--- config.mk ---
export PLATFORM = sky130hd
export DESIGN_NAME = regfile_wb_arbiter_flat
export DESIGN_NICKNAME = d
export VERILOG_FILES = /design/src/rtl/regfile_wb_arbiter_if.sv /design/src/rtl/regfile_wb_arbiter.sv /design/src/flat_wrapper.sv
export SDC_FILE = /design/constraint.sdc
export NUM_CORES = 1
export LEC_CHECK = 0
export CORE_ASPECT_RATIO = 1.4
export CORE_MARGIN = 5
export CORE_UTILIZATION = 45
export CTS_BUF_LIST = sky130_fd_sc_hd__clkbuf_8 sky130_fd_sc_hd__clkbuf_16
export CTS_CLUSTER_SIZE = 12
export DETAILED_ROUTE_END_ITERATION = 7
export GPL_TIMING_DRIVEN = 0
export PLACE_DENSITY = 0.85
export SLEW_MARGIN = 20
export SYNTH_ARGS = -nofsm -noshare
export SYNTH_HDL_FRONTEND = slang
export SYNTH_SLANG_ARGS = --single-unit
--- constraint.sdc ---
create_clock -name clk_i -period 5.39 [get_ports clk_i]
set_clock_uncertainty 0.15 [all_clocks]
set_input_delay 1.617 -clock clk_i [delete_from_list [all_inputs] [get_ports clk_i]]
set_output_delay 1.617 -clock clk_i [all_outputs]
set_load 0.02 [all_outputs]
--- src/rtl/regfile_wb_arbiter_if.sv ---
// Writeback arbiter bus bundle.
// Groups the ALU and memory writeback requests, the register file write
// port, the PC write port and the decode hazard-check signals.
//   master : the execute/memory/decode side, which drives requests and
//            read addresses and observes the write port and hazard flags
//   slave  : the arbiter, which consumes requests and drives the write port
interface regfile_wb_arbiter_if #(
  parameter int unsigned DATA_W = 32,
  parameter int unsigned ADDR_W = 4
);
  logic              alu_valid_i;
  logic              alu_ready_o;
  logic [ADDR_W-1:0] alu_addr_i;
  logic [DATA_W-1:0] alu_data_i;

  logic              mem_valid_i;
  logic [ADDR_W-1:0] mem_addr_i;
  logic [DATA_W-1:0] mem_data_i;

  logic              wr_en_o;
  logic [ADDR_W-1:0] wr_addr_o;
  logic [DATA_W-1:0] wr_data_o;

  logic              pc_wr_o;
  logic [DATA_W-1:0] pc_data_o;

  logic [ADDR_W-1:0] rd_a_addr_i;
  logic [ADDR_W-1:0] rd_b_addr_i;
  logic              pending_a_o;
  logic              pending_b_o;

  modport master (
    output alu_valid_i, alu_addr_i, alu_data_i,
    output mem_valid_i, mem_addr_i, mem_data_i,
    output rd_a_addr_i, rd_b_addr_i,
    input  alu_ready_o,
    input  wr_en_o, wr_addr_o, wr_data_o,
    input  pc_wr_o, pc_data_o,
    input  pending_a_o, pending_b_o
  );

  modport slave (
    input  alu_valid_i, alu_addr_i, alu_data_i,
    input  mem_valid_i, mem_addr_i, mem_data_i,
    input  rd_a_addr_i, rd_b_addr_i,
    output alu_ready_o,
    output wr_en_o, wr_addr_o, wr_data_o,
    output pc_wr_o, pc_data_o,
    output pending_a_o, pending_b_o
  );
endinterface

--- src/rtl/regfile_wb_arbiter.sv ---
// Register file writeback arbiter.
// Shares the single register file write port between memory loads (always
// win, never back-pressured) and ALU results (buffered in a small FIFO with
// valid/ready). Writes to register 15 are redirected to the PC port. A
// combinational scoreboard flags reads whose register still has a write
// queued or sitting in the output stage.
// Ports:
//   clk_i : clock, rising edge
//   rst_i : asynchronous active-high reset
//   bus   : regfile_wb_arbiter_if.slave (ALU/mem requests, write port,
//           PC port, hazard scoreboard)
module regfile_wb_arbiter #(
  parameter int unsigned DATA_W     = 32,
  parameter int unsigned ADDR_W     = 4,
  parameter int unsigned FIFO_DEPTH = 2
) (
  input logic                 clk_i,
  input logic                 rst_i,
  regfile_wb_arbiter_if.slave bus
);

  localparam int unsigned PTR_W = $clog2(FIFO_DEPTH);
  localparam int unsigned CNT_W = $clog2(FIFO_DEPTH + 1);
  localparam logic [ADDR_W-1:0] PC_ADDR = ADDR_W'(15);
  localparam logic [CNT_W-1:0]  CNT_MAX = CNT_W'(FIFO_DEPTH);

  // ALU writeback buffer
  logic [ADDR_W-1:0] fifo_addr [FIFO_DEPTH];
  logic [DATA_W-1:0] fifo_data [FIFO_DEPTH];
  logic [PTR_W-1:0]  rd_ptr, wr_ptr;
  logic [CNT_W-1:0]  count;

  // Output stage
  logic              wr_en_q;
  logic [ADDR_W-1:0] wr_addr_q;
  logic [DATA_W-1:0] wr_data_q;
  logic              pc_wr_q;
  logic [DATA_W-1:0] pc_data_q;

  // Arbitration results
  logic              alu_ready_c;
  logic              alu_acc_c;
  logic              push_c;
  logic              pop_c;
  logic              win_valid_c;
  logic [ADDR_W-1:0] win_addr_c;
  logic [DATA_W-1:0] win_data_c;

  // Ready is evaluated before any pop, so a full FIFO never accepts.
  assign alu_ready_c = !rst_i && (count < CNT_MAX);
  assign alu_acc_c   = bus.alu_valid_i && alu_ready_c;

  // Winner selection: mem > FIFO head > ALU bypass
  always_comb begin
    push_c      = 1'b0;
    pop_c       = 1'b0;
    win_valid_c = 1'b0;
    win_addr_c  = '0;
    win_data_c  = '0;
    if (bus.mem_valid_i) begin
      win_valid_c = 1'b1;
      win_addr_c  = bus.mem_addr_i;
      win_data_c  = bus.mem_data_i;
      push_c      = alu_acc_c;
    end else if (count != '0) begin
      win_valid_c = 1'b1;
      win_addr_c  = fifo_addr[rd_ptr];
      win_data_c  = fifo_data[rd_ptr];
      pop_c       = 1'b1;
      push_c      = alu_acc_c;
    end else if (alu_acc_c) begin
      // Empty FIFO: ALU result goes straight to the output stage.
      win_valid_c = 1'b1;
      win_addr_c  = bus.alu_addr_i;
      win_data_c  = bus.alu_data_i;
    end
  end

  // FIFO pointers and occupancy
  always_ff @(posedge clk_i or posedge rst_i) begin
    if (rst_i) begin
      rd_ptr <= '0;
      wr_ptr <= '0;
      count  <= '0;
    end else begin
      if (push_c) wr_ptr <= wr_ptr + PTR_W'(1);
      if (pop_c)  rd_ptr <= rd_ptr + PTR_W'(1);
      count <= count + CNT_W'(push_c) - CNT_W'(pop_c);
    end
  end

  // FIFO storage; contents are only meaningful under count, so no reset.
  always_ff @(posedge clk_i) begin
    if (push_c) begin
      fifo_addr[wr_ptr] <= bus.alu_addr_i;
      fifo_data[wr_ptr] <= bus.alu_data_i;
    end
  end

  // Output stage: each winner is presented for exactly one cycle.
  always_ff @(posedge clk_i or posedge rst_i) begin
    if (rst_i) begin
      wr_en_q   <= 1'b0;
      wr_addr_q <= '0;
      wr_data_q <= '0;
      pc_wr_q   <= 1'b0;
      pc_data_q <= '0;
    end else begin
      wr_en_q <= 1'b0;
      pc_wr_q <= 1'b0;
      if (win_valid_c) begin
        if (win_addr_c == PC_ADDR) begin
          pc_wr_q   <= 1'b1;
          pc_data_q <= win_data_c;
        end else begin
          wr_en_q   <= 1'b1;
          wr_addr_q <= win_addr_c;
          wr_data_q <= win_data_c;
        end
      end
    end
  end

  // Hazard scoreboard over live FIFO entries and the output stage.
  logic             pend_a_c, pend_b_c;
  logic [PTR_W-1:0] offs_c;
  always_comb begin
    pend_a_c = (wr_en_q && (wr_addr_q == bus.rd_a_addr_i)) ||
               (pc_wr_q && (bus.rd_a_addr_i == PC_ADDR));
    pend_b_c = (wr_en_q && (wr_addr_q == bus.rd_b_addr_i)) ||
               (pc_wr_q && (bus.rd_b_addr_i == PC_ADDR));
    offs_c   = '0;
    for (int unsigned i = 0; i < FIFO_DEPTH; i++) begin
      // Entry i is live when its distance from the head is below count.
      offs_c = PTR_W'(i) - rd_ptr;
      if (CNT_W'(offs_c) < count) begin
        if (fifo_addr[i] == bus.rd_a_addr_i) pend_a_c = 1'b1;
        if (fifo_addr[i] == bus.rd_b_addr_i) pend_b_c = 1'b1;
      end
    end
  end

  assign bus.alu_ready_o = alu_ready_c;
  assign bus.wr_en_o     = wr_en_q;
  assign bus.wr_addr_o   = wr_addr_q;
  assign bus.wr_data_o   = wr_data_q;
  assign bus.pc_wr_o     = pc_wr_q;
  assign bus.pc_data_o   = pc_data_q;
  assign bus.pending_a_o = pend_a_c;
  assign bus.pending_b_o = pend_b_c;

endmodule
--- src/flat_wrapper.sv ---
// flat-port wrapper written by rule: the top's interface ports become plain ports
module regfile_wb_arbiter_flat 
#(
  parameter int unsigned DATA_W     = 32,
  parameter int unsigned ADDR_W     = 4,
  parameter int unsigned FIFO_DEPTH = 2
)
  (clk_i, rst_i, bus_alu_valid_i, bus_alu_addr_i, bus_alu_data_i, bus_mem_valid_i, bus_mem_addr_i, bus_mem_data_i, bus_rd_a_addr_i, bus_rd_b_addr_i, bus_alu_ready_o, bus_wr_en_o, bus_wr_addr_o, bus_wr_data_o, bus_pc_wr_o, bus_pc_data_o, bus_pending_a_o, bus_pending_b_o);
  regfile_wb_arbiter_if #(.DATA_W(DATA_W), .ADDR_W(ADDR_W)) bus_i ();
  input logic clk_i;
  input logic rst_i;
  input wire logic [$bits(bus_i.alu_valid_i)-1:0] bus_alu_valid_i;
  input wire logic [$bits(bus_i.alu_addr_i)-1:0] bus_alu_addr_i;
  input wire logic [$bits(bus_i.alu_data_i)-1:0] bus_alu_data_i;
  input wire logic [$bits(bus_i.mem_valid_i)-1:0] bus_mem_valid_i;
  input wire logic [$bits(bus_i.mem_addr_i)-1:0] bus_mem_addr_i;
  input wire logic [$bits(bus_i.mem_data_i)-1:0] bus_mem_data_i;
  input wire logic [$bits(bus_i.rd_a_addr_i)-1:0] bus_rd_a_addr_i;
  input wire logic [$bits(bus_i.rd_b_addr_i)-1:0] bus_rd_b_addr_i;
  output wire logic [$bits(bus_i.alu_ready_o)-1:0] bus_alu_ready_o;
  output wire logic [$bits(bus_i.wr_en_o)-1:0] bus_wr_en_o;
  output wire logic [$bits(bus_i.wr_addr_o)-1:0] bus_wr_addr_o;
  output wire logic [$bits(bus_i.wr_data_o)-1:0] bus_wr_data_o;
  output wire logic [$bits(bus_i.pc_wr_o)-1:0] bus_pc_wr_o;
  output wire logic [$bits(bus_i.pc_data_o)-1:0] bus_pc_data_o;
  output wire logic [$bits(bus_i.pending_a_o)-1:0] bus_pending_a_o;
  output wire logic [$bits(bus_i.pending_b_o)-1:0] bus_pending_b_o;
  assign bus_i.alu_valid_i = bus_alu_valid_i;
  assign bus_i.alu_addr_i = bus_alu_addr_i;
  assign bus_i.alu_data_i = bus_alu_data_i;
  assign bus_i.mem_valid_i = bus_mem_valid_i;
  assign bus_i.mem_addr_i = bus_mem_addr_i;
  assign bus_i.mem_data_i = bus_mem_data_i;
  assign bus_i.rd_a_addr_i = bus_rd_a_addr_i;
  assign bus_i.rd_b_addr_i = bus_rd_b_addr_i;
  assign bus_alu_ready_o = bus_i.alu_ready_o;
  assign bus_wr_en_o = bus_i.wr_en_o;
  assign bus_wr_addr_o = bus_i.wr_addr_o;
  assign bus_wr_data_o = bus_i.wr_data_o;
  assign bus_pc_wr_o = bus_i.pc_wr_o;
  assign bus_pc_data_o = bus_i.pc_data_o;
  assign bus_pending_a_o = bus_i.pending_a_o;
  assign bus_pending_b_o = bus_i.pending_b_o;
  regfile_wb_arbiter #(.DATA_W(DATA_W), .ADDR_W(ADDR_W), .FIFO_DEPTH(FIFO_DEPTH)) u_core (.clk_i(clk_i), .rst_i(rst_i), .bus(bus_i));
endmodule
Figure 1. Signal wires on met4.
The bar under the picture is 20 µm long.
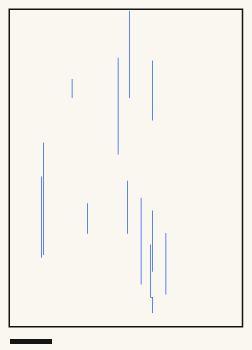
main direction = vertical
nets with wire on the layer = 9
wire length on this layer = 391 µm
share of all routed wire = 2.4%
longest straight run = 53.7 µm
Post-Route WL: 16600 µm
Vias: 4377

Figure 2. Track usage over the die.
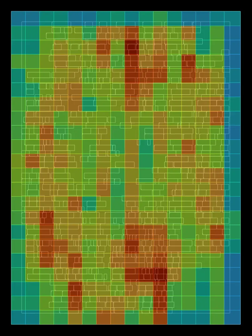
GR Util All Layers: 20.2%
final core occ: 63.0%
GRT met1 Usage: 23.2%
most used routing layer: met2
Routed WL per cell: 20.4 µm

==> path summary, 6_finish.rpt <==
check,startpoint,endpoint,cells past startpoint
setup / recovery,bus_rd_a_addr_i[2],bus_pending_a_o,6
hold / removal,u_core.bus.pc_data_o[25]$_DFFE_PP0P_,u_core.bus.pc_data_o[25]$_DFFE_PP0P_,1
setup reg to reg,u_core.count[1]$_DFF_PP0_,u_core.bus.pc_data_o[4]$_DFFE_PP0P_,7
hold reg to reg,u_core.bus.pc_data_o[25]$_DFFE_PP0P_,u_core.bus.pc_data_o[25]$_DFFE_PP0P_,1
max in group asynchronous,rst_i,u_core.bus.wr_data_o[2]$_DFFE_PP0P_,3
min in group asynchronous,rst_i,u_core.bus.wr_en_o$_DFF_PP0_,2
==> through the flow <==
stage               setup slack, ps  TNS [ps]  total power, µW  instances
floorplan                       627         0             2800        435
global placement              -1550    -67300             3570        780
detailed placement              141         0             3660        784
CTS                             130         0             4930        816
global route                   80.9         0             5110        816
finish                          145         0             4880        816
==> synthesized netlist by cell type, types with 4 or more instances <==
cell type	number	area (µm²)
buf_1	4	15.0
o21ai_0	4	20.0
mux2i_1	32	320
clkbuf_1	9	33.8
edfxtp_1	72	2160
xor2_1	4	35.0
nor2_1	20	75.1
xnor2_1	21	184
a221oi_1	15	131
mux2_4	29	435
mux2_2	25	282
inv_1	23	86.3
mux2_1	16	180
dfrtp_1	74	1850
a21oi_1	18	90.1
nand2_1	6	22.5
buf_2	4	20.0
a221o_1	17	170
nand4_1	4	25.0
==> what timing repair did <==
| action | in CTS | in global routing |
|---|---|---|
| setup endpoints to repair | 0 | 1 |
| gates resized | 0 | 1 |
| hold buffers | 0 | 0 |
==> out/qor.csv <==
metric,value,unit
Signal buf overhead,20.1,%
"most used cell, CP",clkdlybuf4s50_1,
P per Cell Area,541,nW/µm²
Die Size,16900,µm²
Seq area share,44.5,%
CP top delay family,buffers and inverters,
syn avg cell area,14.9,µm²
Yosys chip area,6480,µm²
ys cells,435,
DRC viols,0,
Fmax achieved,0.191,GHz
logic area,2220,µm²
P_comb,1960,µW
registers,146,
Seq pwr share,34.3,%
vias in the first global route,4992,
adder share,0.386,%
DR iter-0 viols,234,
GR Layer Usage met2,36.4,%
Filler Cells Inserted,1085,
combinational group share of total power,40.1,%
RSZ-0062 raised after global routing,false,
Ant. Diodes,0,
"top comb family, area",multiplexers,
max reg flops,64,
Clock Tree Root,clkbuf_16,
worst-path cell with the longest stage delay,clkdlybuf4s50_1,
largest net degree at the start of global routing,44,
Clock transition at path regs,60,ps
clk_lat worst skew,410,ps
Syn Inst Count,435,
status,completed,
clk tree area frac,7.07,%
internal power,3270,µW
combinational gates,240,
"area fraction in and, or, nand and nor cells",3.32,%
CTS tree,yes,
Log Warnings,26,
most frequent logic cell in the layout,clkdlybuf4s50_1,
Post-synth EDFFs,72,
Synth Area in Compound Gates,8.31,%
Worst Path Buf+Inv,2,
grt ovf,0,
sequential standard cell area,4010,µm²
DR top layer,met4,
core area,14300,µm²
Leading cell kind,flip-flops and latches,
worst slew pin tran,801,ps
Core Util at FP,45.3,%
XOR/XNOR Area Share,3.38,%
GPL Wtd Cong,0.881,
H-Tree Depth,4,
CTS Sinks,146,
M3 GR Usage,5.33,%
WL met2,8930,µm
CP cell instances,clkdlybuf4s50_1 -> xnor2_1 -> nand4_1 -> o22ai_1 -> a311o_1 -> clkdlybuf4s50_1,
initial antenna violation count,0,
leakage,0.00370,µW
CP Max Fanout,4,
die width,111,µm
Max Cap Viol,0,
Post-DP HPWL,12100,µm
postcts setup bufs,0,
Routed met3 length,869,µm
number of tapcells,189,
VDD IR max,0.000274,V
"Net Count, Synth",521,
worst path arrival time,3480,ps
Post-Route M1 WL,6460,µm
Comb area share,24.6,%
design area,9020,µm²
HP Class,reg -> reg,
Biggest register,u_core.fifo_data,
num rows,52,
die height,152,µm
Setup crit end kind,output port,
Top pwr grp,combinational cells,
via/cell ratio,5.36,
Sw Share,33.0,%
Top Layout Cells,"clkdlybuf4s50_1, dfrtp_1, edfxtp_1, mux2i_1, mux2_4",
post-synth cell types,42,
Detailed Routing Iterations Pass 1,6,
Antenna Nets Post-Route,0,
clk buf depth,2,
clock buffers,19,
Top Ports,157,
WHS,337,ps
post-synthesis sequential area ratio,62.0,%
# port buffers,156,
crit start category,input pin,
"Period Utilization, post-route",97.3,%
clock share of power,25.6,%
ys async rst share,50.7,%
critical path class,in -> out,
Post-DP Area,8380,µm²
clk pwr,1250,µW
Slew headroom,46.6,%
max-slew violations,0,
share of cells above drive strength 1,17.2,%
reg2reg setup slack,2270,ps
critical path data required time,3620,ps
Final setup viols,0,
Final Hold Fails,0,
number of signal-net buffers in the layout,185,
Synth Cell Area,6480,µm²
net switching power,1610,µW
Synthesized registers,146,
seq pwr,1670,µW
cts bufs inserted,17,
fin crit period,5240,ps
Inverters,24,
first-pass GRT wire length,27100,µm
Nets,700,
Syn. warnings,0,
Multiplexer share,18.8,%
max incr delay on CP,600,ps
Area growth syn-to-layout,39.3,%
ys flop type,dfrtp_1,
Power figures rest on the tool's default switching activity, not on a simulated workload.
